`config.mk`:
```
export PLATFORM = sky130hd
export DESIGN_NAME = data_mem_arbiter_flat
export DESIGN_NICKNAME = d
export VERILOG_FILES = /design/src/rtl/data_mem_arbiter_if.sv /design/src/rtl/data_mem_arbiter.sv /design/src/flat_wrapper.sv
export SDC_FILE = /design/constraint.sdc
export NUM_CORES = 1
export LEC_CHECK = 0
export CAP_MARGIN = 10
export CORE_ASPECT_RATIO = 0.9
export CORE_MARGIN = 4
export CORE_UTILIZATION = 46
export DETAILED_ROUTE_END_ITERATION = 12
export HOLD_SLACK_MARGIN = 0.15
export PLACE_DENSITY_LB_ADDON = 0.08
export SLEW_MARGIN = 30
export SYNTH_ARGS = -nofsm -noshare
export SYNTH_HDL_FRONTEND = slang
export SYNTH_SLANG_ARGS = --single-unit
```
`constraint.sdc`:
```
create_clock -name clock -period 4.77 [get_ports clock]
set_input_delay 0.954 -clock clock [delete_from_list [all_inputs] [get_ports clock]]
set_output_delay 0.954 -clock clock [all_outputs]
set_load 0.05 [all_outputs]
```
`src/rtl/data_mem_arbiter_if.sv`:
```
// Requester, memory and GPIO signal bundle for data_mem_arbiter.
// master: requesters plus memory side; slave: the arbiter.
interface data_mem_arbiter_if;
    localparam int unsigned AW = 32;
    localparam int unsigned DW = 32;

    logic          cpu_req;
    logic          cpu_we;
    logic          cpu_sb;
    logic          cpu_lb;
    logic [AW-1:0] cpu_addr;
    logic [DW-1:0] cpu_wdata;
    logic [DW-1:0] cpu_rdata;
    logic          cpu_ack;
    logic          cpu_stall;

    logic          dbg_req;
    logic          dbg_we;
    logic [AW-1:0] dbg_addr;
    logic [DW-1:0] dbg_wdata;
    logic [DW-1:0] dbg_rdata;
    logic          dbg_ack;

    logic [AW-1:0] mem_addr;
    logic [DW-1:0] mem_wdata;
    logic          mem_we;
    logic [DW-1:0] mem_rdata;

    logic [DW-1:0] gpio_out;

    modport master (
        output cpu_req, cpu_we, cpu_sb, cpu_lb, cpu_addr, cpu_wdata,
        input  cpu_rdata, cpu_ack, cpu_stall,
        output dbg_req, dbg_we, dbg_addr, dbg_wdata,
        input  dbg_rdata, dbg_ack,
        input  mem_addr, mem_wdata, mem_we,
        output mem_rdata,
        input  gpio_out
    );

    modport slave (
        input  cpu_req, cpu_we, cpu_sb, cpu_lb, cpu_addr, cpu_wdata,
        output cpu_rdata, cpu_ack, cpu_stall,
        input  dbg_req, dbg_we, dbg_addr, dbg_wdata,
        output dbg_rdata, dbg_ack,
        output mem_addr, mem_wdata, mem_we,
        input  mem_rdata,
        output gpio_out
    );
endinterface

```
`src/rtl/data_mem_arbiter.sv`:
```
// Arbitrates CPU and debug access to the synchronous-read data memory and GPIO register.
// DMARB_DBG_PORT_EN enables the debug port and round-robin; otherwise the CPU always wins.
module data_mem_arbiter #(
    parameter logic [31:0] GPIO_ADDR = 32'h0000ABCD
) (
    input logic           clock,
    input logic           reset,
    data_mem_arbiter_if.slave bus
);
    localparam int unsigned AW = 32;
    localparam int unsigned DW = 32;
    localparam int unsigned BW = 8;

    typedef enum logic [1:0] {IDLE, ACCESS, WAIT, MERGE_WR} state_t;

    state_t        state;
    logic          op_we;
    logic          op_sb;
    logic          op_lb;
    logic          op_gpio;
    logic [1:0]    op_bsel;
    logic [DW-1:0] op_wdata;

    logic [AW-1:0] mem_addr_q;
    logic [DW-1:0] mem_wdata_q;
    logic          mem_we_q;
    logic [DW-1:0] gpio_q;
    logic          cpu_ack_q;
    logic [DW-1:0] cpu_rdata_q;

    logic          cpu_ok;
    logic          grant_dbg;
    logic          any_req;
    logic          sel_we;
    logic          sel_sb;
    logic          sel_lb;
    logic          sel_gpio;
    logic [AW-1:0] sel_addr;
    logic [DW-1:0] sel_wdata;

    logic          done;
    logic [DW-1:0] done_data;
    logic [DW-1:0] merged;
    logic [BW-1:0] lb_byte;

`ifdef DMARB_DBG_PORT_EN
    logic          last_dbg;
    logic          op_dbg;
    logic          dbg_ok;
    logic          dbg_ack_q;
    logic [DW-1:0] dbg_rdata_q;
`else
    logic unused_dbg;
    assign unused_dbg = ^{bus.dbg_req, bus.dbg_we, bus.dbg_addr, bus.dbg_wdata};
`endif

    // Winner selection; a port whose ack is on the bus this cycle is not re-accepted.
    always_comb begin
        cpu_ok    = bus.cpu_req & ~cpu_ack_q;
        grant_dbg = 1'b0;
`ifdef DMARB_DBG_PORT_EN
        dbg_ok    = bus.dbg_req & ~dbg_ack_q;
        grant_dbg = dbg_ok & (~cpu_ok | ~last_dbg);
`endif
        any_req   = cpu_ok | grant_dbg;
        sel_we    = bus.cpu_we;
        sel_sb    = bus.cpu_sb;
        sel_lb    = bus.cpu_lb;
        sel_addr  = bus.cpu_addr;
        sel_wdata = bus.cpu_wdata;
`ifdef DMARB_DBG_PORT_EN
        if (grant_dbg) begin
            sel_we    = bus.dbg_we;
            sel_sb    = 1'b0;
            sel_lb    = 1'b0;
            sel_addr  = bus.dbg_addr;
            sel_wdata = bus.dbg_wdata;
        end
`endif
        sel_gpio = (sel_addr[AW-1:2] == GPIO_ADDR[AW-1:2]);
    end

    // Completion decode plus byte extract / byte merge on the returned memory word.
    always_comb begin
        lb_byte = bus.mem_rdata[{op_bsel, 3'b000} +: BW];
        merged  = bus.mem_rdata;
        merged[{op_bsel, 3'b000} +: BW] = op_wdata[BW-1:0];
        done      = 1'b0;
        done_data = bus.mem_rdata;
        case (state)
            ACCESS: begin
                done      = op_gpio | (op_we & ~op_sb);
                done_data = gpio_q;
            end
            WAIT: begin
                done      = ~op_we;
                done_data = op_lb ? DW'(lb_byte) : bus.mem_rdata;
            end
            MERGE_WR: done = 1'b1;
            default:  done = 1'b0;
        endcase
    end

    always_ff @(posedge clock) begin
        if (reset) begin
            state       <= IDLE;
            op_we       <= 1'b0;
            op_sb       <= 1'b0;
            op_lb       <= 1'b0;
            op_gpio     <= 1'b0;
            op_bsel     <= 2'b00;
            op_wdata    <= '0;
            mem_addr_q  <= '0;
            mem_wdata_q <= '0;
            mem_we_q    <= 1'b0;
            gpio_q      <= '0;
            cpu_ack_q   <= 1'b0;
            cpu_rdata_q <= '0;
`ifdef DMARB_DBG_PORT_EN
            last_dbg    <= 1'b1;
            op_dbg      <= 1'b0;
            dbg_ack_q   <= 1'b0;
            dbg_rdata_q <= '0;
`endif
        end else begin
            cpu_ack_q <= 1'b0;
            mem_we_q  <= 1'b0;
`ifdef DMARB_DBG_PORT_EN
            dbg_ack_q <= 1'b0;
`endif
            // Ack goes only to the port that owns the access; rdata updates on reads only.
            if (done) begin
`ifdef DMARB_DBG_PORT_EN
                if (op_dbg) begin
                    dbg_ack_q <= 1'b1;
                    if (!op_we) dbg_rdata_q <= done_data;
                end else
`endif
                begin
                    cpu_ack_q <= 1'b1;
                    if (!op_we) cpu_rdata_q <= done_data;
                end
            end

            case (state)
                IDLE: begin
                    if (any_req) begin
                        op_we       <= sel_we;
                        op_sb       <= sel_sb & ~sel_gpio;
                        op_lb       <= sel_lb & ~sel_gpio;
                        op_gpio     <= sel_gpio;
                        op_bsel     <= sel_addr[1:0];
                        op_wdata    <= sel_wdata;
                        mem_addr_q  <= {sel_addr[AW-1:2], 2'b00};
                        mem_wdata_q <= sel_wdata;
                        mem_we_q    <= sel_we & ~sel_sb & ~sel_gpio;
`ifdef DMARB_DBG_PORT_EN
                        op_dbg      <= grant_dbg;
                        last_dbg    <= grant_dbg;
`endif
                        state       <= ACCESS;
                    end
                end
                ACCESS: begin
                    if (op_gpio && op_we) gpio_q <= op_wdata;
                    state <= done ? IDLE : WAIT;
                end
                WAIT: begin
                    if (op_we) begin
                        mem_wdata_q <= merged;
                        mem_we_q    <= 1'b1;
                        state       <= MERGE_WR;
                    end else begin
                        state <= IDLE;
                    end
                end
                MERGE_WR: state <= IDLE;
                default:  state <= IDLE;
            endcase
        end
    end

    assign bus.cpu_ack   = cpu_ack_q;
    assign bus.cpu_rdata = cpu_rdata_q;
    assign bus.cpu_stall = bus.cpu_req & ~cpu_ack_q;
    assign bus.mem_addr  = mem_addr_q;
    assign bus.mem_wdata = mem_wdata_q;
    assign bus.mem_we    = mem_we_q;
    assign bus.gpio_out  = gpio_q;
`ifdef DMARB_DBG_PORT_EN
    assign bus.dbg_ack   = dbg_ack_q;
    assign bus.dbg_rdata = dbg_rdata_q;
`else
    assign bus.dbg_ack   = 1'b0;
    assign bus.dbg_rdata = '0;
`endif
endmodule

```
`src/flat_wrapper.sv`:
```
// flat-port wrapper written by rule: the top's interface ports become plain ports
module data_mem_arbiter_flat 
#(
    parameter logic [31:0] GPIO_ADDR = 32'h0000ABCD
)
  (clock, reset, bus_cpu_req, bus_cpu_we, bus_cpu_sb, bus_cpu_lb, bus_cpu_addr, bus_cpu_wdata, bus_cpu_rdata, bus_cpu_ack, bus_cpu_stall, bus_dbg_req, bus_dbg_we, bus_dbg_addr, bus_dbg_wdata, bus_dbg_rdata, bus_dbg_ack, bus_mem_addr, bus_mem_wdata, bus_mem_we, bus_mem_rdata, bus_gpio_out);
  data_mem_arbiter_if bus_i ();
  input logic clock;
  input logic reset;
  input wire logic [$bits(bus_i.cpu_req)-1:0] bus_cpu_req;
  input wire logic [$bits(bus_i.cpu_we)-1:0] bus_cpu_we;
  input wire logic [$bits(bus_i.cpu_sb)-1:0] bus_cpu_sb;
  input wire logic [$bits(bus_i.cpu_lb)-1:0] bus_cpu_lb;
  input wire logic [$bits(bus_i.cpu_addr)-1:0] bus_cpu_addr;
  input wire logic [$bits(bus_i.cpu_wdata)-1:0] bus_cpu_wdata;
  output wire logic [$bits(bus_i.cpu_rdata)-1:0] bus_cpu_rdata;
  output wire logic [$bits(bus_i.cpu_ack)-1:0] bus_cpu_ack;
  output wire logic [$bits(bus_i.cpu_stall)-1:0] bus_cpu_stall;
  input wire logic [$bits(bus_i.dbg_req)-1:0] bus_dbg_req;
  input wire logic [$bits(bus_i.dbg_we)-1:0] bus_dbg_we;
  input wire logic [$bits(bus_i.dbg_addr)-1:0] bus_dbg_addr;
  input wire logic [$bits(bus_i.dbg_wdata)-1:0] bus_dbg_wdata;
  output wire logic [$bits(bus_i.dbg_rdata)-1:0] bus_dbg_rdata;
  output wire logic [$bits(bus_i.dbg_ack)-1:0] bus_dbg_ack;
  output wire logic [$bits(bus_i.mem_addr)-1:0] bus_mem_addr;
  output wire logic [$bits(bus_i.mem_wdata)-1:0] bus_mem_wdata;
  output wire logic [$bits(bus_i.mem_we)-1:0] bus_mem_we;
  input wire logic [$bits(bus_i.mem_rdata)-1:0] bus_mem_rdata;
  output wire logic [$bits(bus_i.gpio_out)-1:0] bus_gpio_out;
  assign bus_i.cpu_req = bus_cpu_req;
  assign bus_i.cpu_we = bus_cpu_we;
  assign bus_i.cpu_sb = bus_cpu_sb;
  assign bus_i.cpu_lb = bus_cpu_lb;
  assign bus_i.cpu_addr = bus_cpu_addr;
  assign bus_i.cpu_wdata = bus_cpu_wdata;
  assign bus_cpu_rdata = bus_i.cpu_rdata;
  assign bus_cpu_ack = bus_i.cpu_ack;
  assign bus_cpu_stall = bus_i.cpu_stall;
  assign bus_i.dbg_req = bus_dbg_req;
  assign bus_i.dbg_we = bus_dbg_we;
  assign bus_i.dbg_addr = bus_dbg_addr;
  assign bus_i.dbg_wdata = bus_dbg_wdata;
  assign bus_dbg_rdata = bus_i.dbg_rdata;
  assign bus_dbg_ack = bus_i.dbg_ack;
  assign bus_mem_addr = bus_i.mem_addr;
  assign bus_mem_wdata = bus_i.mem_wdata;
  assign bus_mem_we = bus_i.mem_we;
  assign bus_i.mem_rdata = bus_mem_rdata;
  assign bus_gpio_out = bus_i.gpio_out;
  data_mem_arbiter #(.GPIO_ADDR(GPIO_ADDR)) u_core (.clock(clock), .reset(reset), .bus(bus_i));
endmodule
```
==> summary.rpt <==
====================================================================================================
Detail Placement HPWL                                                                        17.1 mm
Signed area change from the synthesized netlist to the final layout                            36.9%
Clock buf count                                                                                   20
Worst r2r dst                                                                           u_core.bus.mem_wdata[21]$_SDFFE_PP0P_
Largest non-sequential cell family by area                                              AND-OR/OR-AND gates
Post-synth ARST share                                                                             0%
Post-synthesis cell type with the largest instance count                                     nand2_1
Area of all sequential standard cells                                                    0.00336 mm²
Clock share of power                                                                           22.6%
Result of the run                                                                          completed
Met2 global-route usage                                                                        38.6%
Switching power share of the total                                                             44.3%
Highest-count logic cell in the final layout                                                 nand2_1
Leading area contributor after synthesis                                                     dfxtp_1
CTS sink count                                                                                   168
Clock-pin slew reported for the worst setup and hold paths after clock tree synthesis        0.07 ns
Length of the first detailed-routing pass in iterations                                            5
Clock skew after layout                                                                   0.00579 ns
Worst-path cell with the longest stage delay                                            clkdlybuf4s50_1
Multi-input gate share of the layout cell area                                                 34.3%
Worst slew margin relative to its limit                                                        46.2%
And-or/or-and share of the synthesized area                                                    24.5%
X dimension of the die                                                                        143 µm
Final #Nets                                                                                     1313
Combinational group share of total power                                                       47.3%
Insertion Delay late pin                                                                     0.43 ns
Core region area                                                                          0.0161 mm²
Required time of the worst setup path                                                        3.82 ns
Setup TNS Final                                                                                 0 ns
Switching power summed over all nets                                                         2760 µW
Type of the worst setup path                                                               in -> out
Detailed-route DRC error count                                                                     0
Final-report hold violation count                                                                  0
Flop share of the area                                                                         32.4%
Crit Path Max Fanout                                                                               3
Gpl congestion                                                                                 0.920
Syn Std Cell Area                                                                        0.00757 mm²
Deepest clock path buffer count                                                                    2
Critical Path Stages                                                                               4
Starting utilization of the core area                                                          46.9%
Power in combinational cells                                                                 2950 µW
Reg-to-reg setup timing slack                                                                2.05 ns
P per Cell Area                                                                           601 mW/mm²
Power consumed by sequential cells                                                           1870 µW
Type of element launching the critical path                                                input pin
Most used flip-flop cell after synthesis                                                     dfxtp_1
Clk root buf                                                                               clkbuf_16
Most crowded layer after global routing                                                         met2
Origin of the worst setup path                                                           bus_cpu_req
Number of synthesized register bits                                                              168
Highest-count cells in the layout ignoring fill and taps                                nand2_1 (246), clkdlybuf4s50_1 (229), dfxtp_1 (168), a21oi_1 (130), inv_1 (48)
Internal power summed over all cells                                                         3470 µW
Leak pwr                                                                                  0.00363 µW
Number of warning messages in the logs                                                           101
Post-synthesis chip area from yosys                                                      0.00757 mm²
Gate count after technology mapping                                                              958
Worst setup path endpoint                                                               bus_cpu_stall
Max-Cap Viols                                                                                      0
Final instance area                                                                       0.0104 mm²
Transition time of the tightest slew-check pin                                              0.807 ns
FFs & Latches                                                                                    168
Series of cell instances along the critical path                                        clkdlybuf4s50_1 -> nand2b_1 -> inv_1 -> clkdlybuf4s50_1
Mean routed wirelength per cell                                                              17.7 µm
Sequential fraction of design power                                                            30.0%
WL met1                                                                                      10.8 mm
Antenna violations before repair                                                                   1
Worst vdd ir                                                                                0.433 mV
CP bufs+invs                                                                                       3
Count of hold-fix buffers inserted at cts                                                          0
Startpoint of the most critical hold path                                               u_core.op_wdata[23]$_SDFFE_PP0P_
Top contributor to total power                                                          combinational cells
H-tree lvl count                                                                                   4
Fin. max-slew vios                                                                                 0
Post-synth tally of flip-flops with integrated enable                                              0
Nonclk inv count                                                                                  48
Via count of the first global-routing pass                                                      6368
Cell types with the highest counts after synthesis                                      nand2_1 (246), dfxtp_1 (168), a21oi_1 (130), clkbuf_1 (52), inv_1 (48)
Port buffer count                                                                                230
Worst slack after detailed placement                                                         1.38 ns
Final Critical Period                                                                        3.39 ns
Well-Tap Cells                                                                                   207
FA/HA/MAJ Cells, Area Fraction                                                                 1.49%
Number of instances resized during post-cts repair                                                 0
Hold path endpoint                                                                      u_core.bus.gpio_out[23]$_SDFFE_PP0P_
Global-route wire length before repair                                                       36.0 mm
Worst hold path cell count                                                                         2
Clock group                                                                                  1410 µW
Fmax                                                                                         295 MHz
Detailed route wirelength on metal3                                                          2.09 mm
Family of cells with the greatest summed delay on the critical path                     buffers and inverters
Count of buffers added by post-CTS timing repair for setup                                         0
Overall Power                                                                                6230 µW
Buffer share of cell area                                                                      23.3%
Post-Synth Simple-Gate Area                                                                    17.9%
Final setup violation count                                                                        0
Met2 wire length                                                                             10.8 mm
Number of signal-net buffers in the layout                                                       241
WHS                                                                                         0.448 ns
Combinational gate area                                                                  0.00355 mm²
Overall routed net length                                                                    24.0 mm
Cell types with the largest area share after synthesis                                  dfxtp_1 (44%), nand2_1 (12%), a21oi_1 (8.6%)
Final design utilization                                                                       64.3%
Fraction of final layout cells sized beyond drive strength 1                                   5.31%
Worst Setup End Kind                                                                    primary output
Fraction of the cycle the final worst path needs                                               71.2%
Fraction of area in clock buffers and inverters                                                5.75%
Area after detailed placement                                                            0.00977 mm²
Clock tree from TritonCTS                                                                      built
Startpoint of the most critical register-to-register path                               u_core.state[0]$_SDFFE_PP0P_
Post-synthesis mux area share                                                                  1.17%
Diode count                                                                                        0
Via count                                                                                       7201
Top area contributor share                                                                     44.4%
Depth of the worst register-to-register path                                                       7
Yosys warnings                                                                                     0
Worst EP arrival                                                                             2.44 ns
Register share after synthesis                                                                 44.4%
====================================================================================================
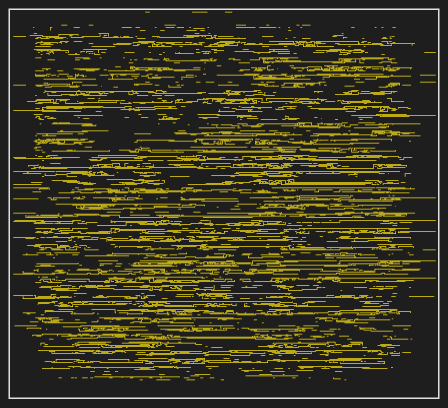
met1.png
The layer carries 10800 µm of wire. The longest straight run is 45.5 µm. 1090 nets have wire on it.

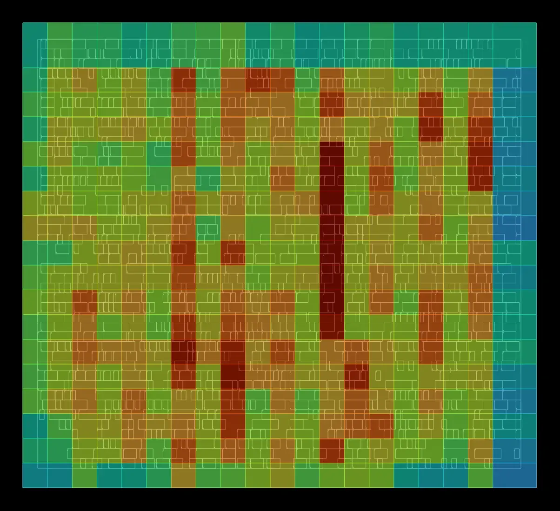
final_congestion.png
global routing met3 resource utilization: 6.30%
global router's overall resource usage: 24.9%

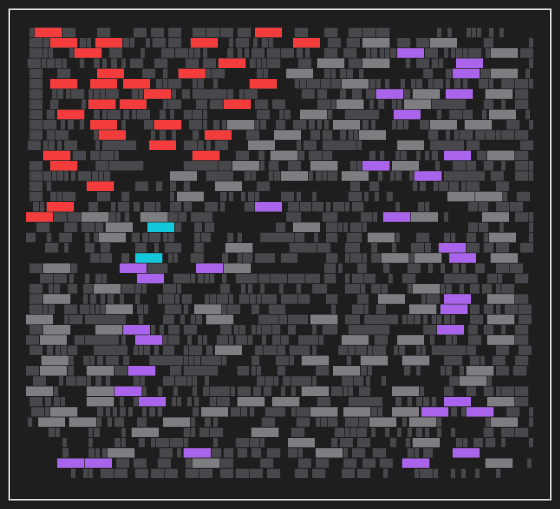
registers.png
Cyan marks u_core.state, placed flops 2. Red marks u_core.bus.mem_addr, placed flops 30, where upper left. Purple marks u_core.bus.gpio_out, placed flops 32, where widely spread.
Another 104 sequential cells are not coloured.

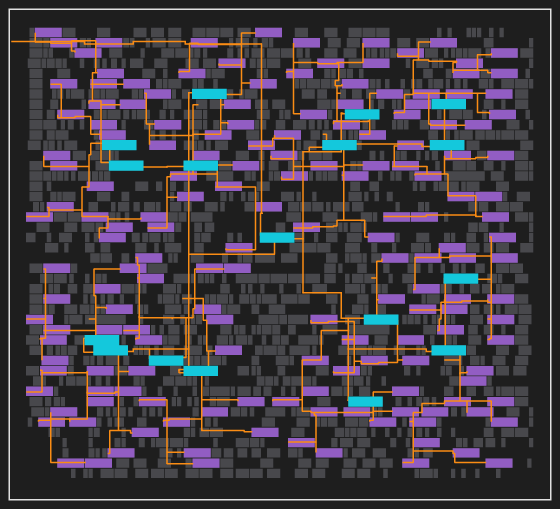
clock_map.png
Cyan marks cells driving clock nets, count 17. Orange marks clock wires, length 2080 µm. Purple marks flip-flops, count 168.
Position of the flops: widely spread. There are 18 routed clock nets.

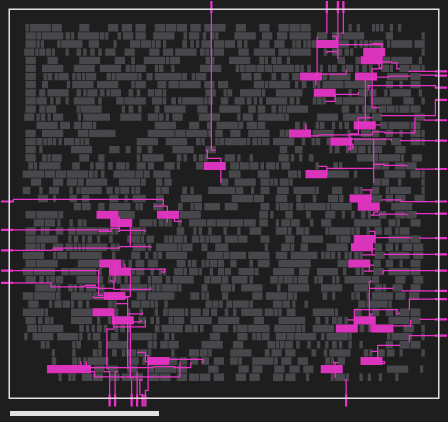
port_nets.png
The bar under the picture is 50 µm long.
Magenta marks bus_gpio_out, bits 32, direction output, edge 16 right, 7 bottom, 5 left, 4 top, end cells 32, buffers 32, wire 1320 µm.

Power is estimated from default activity; no workload was simulated.
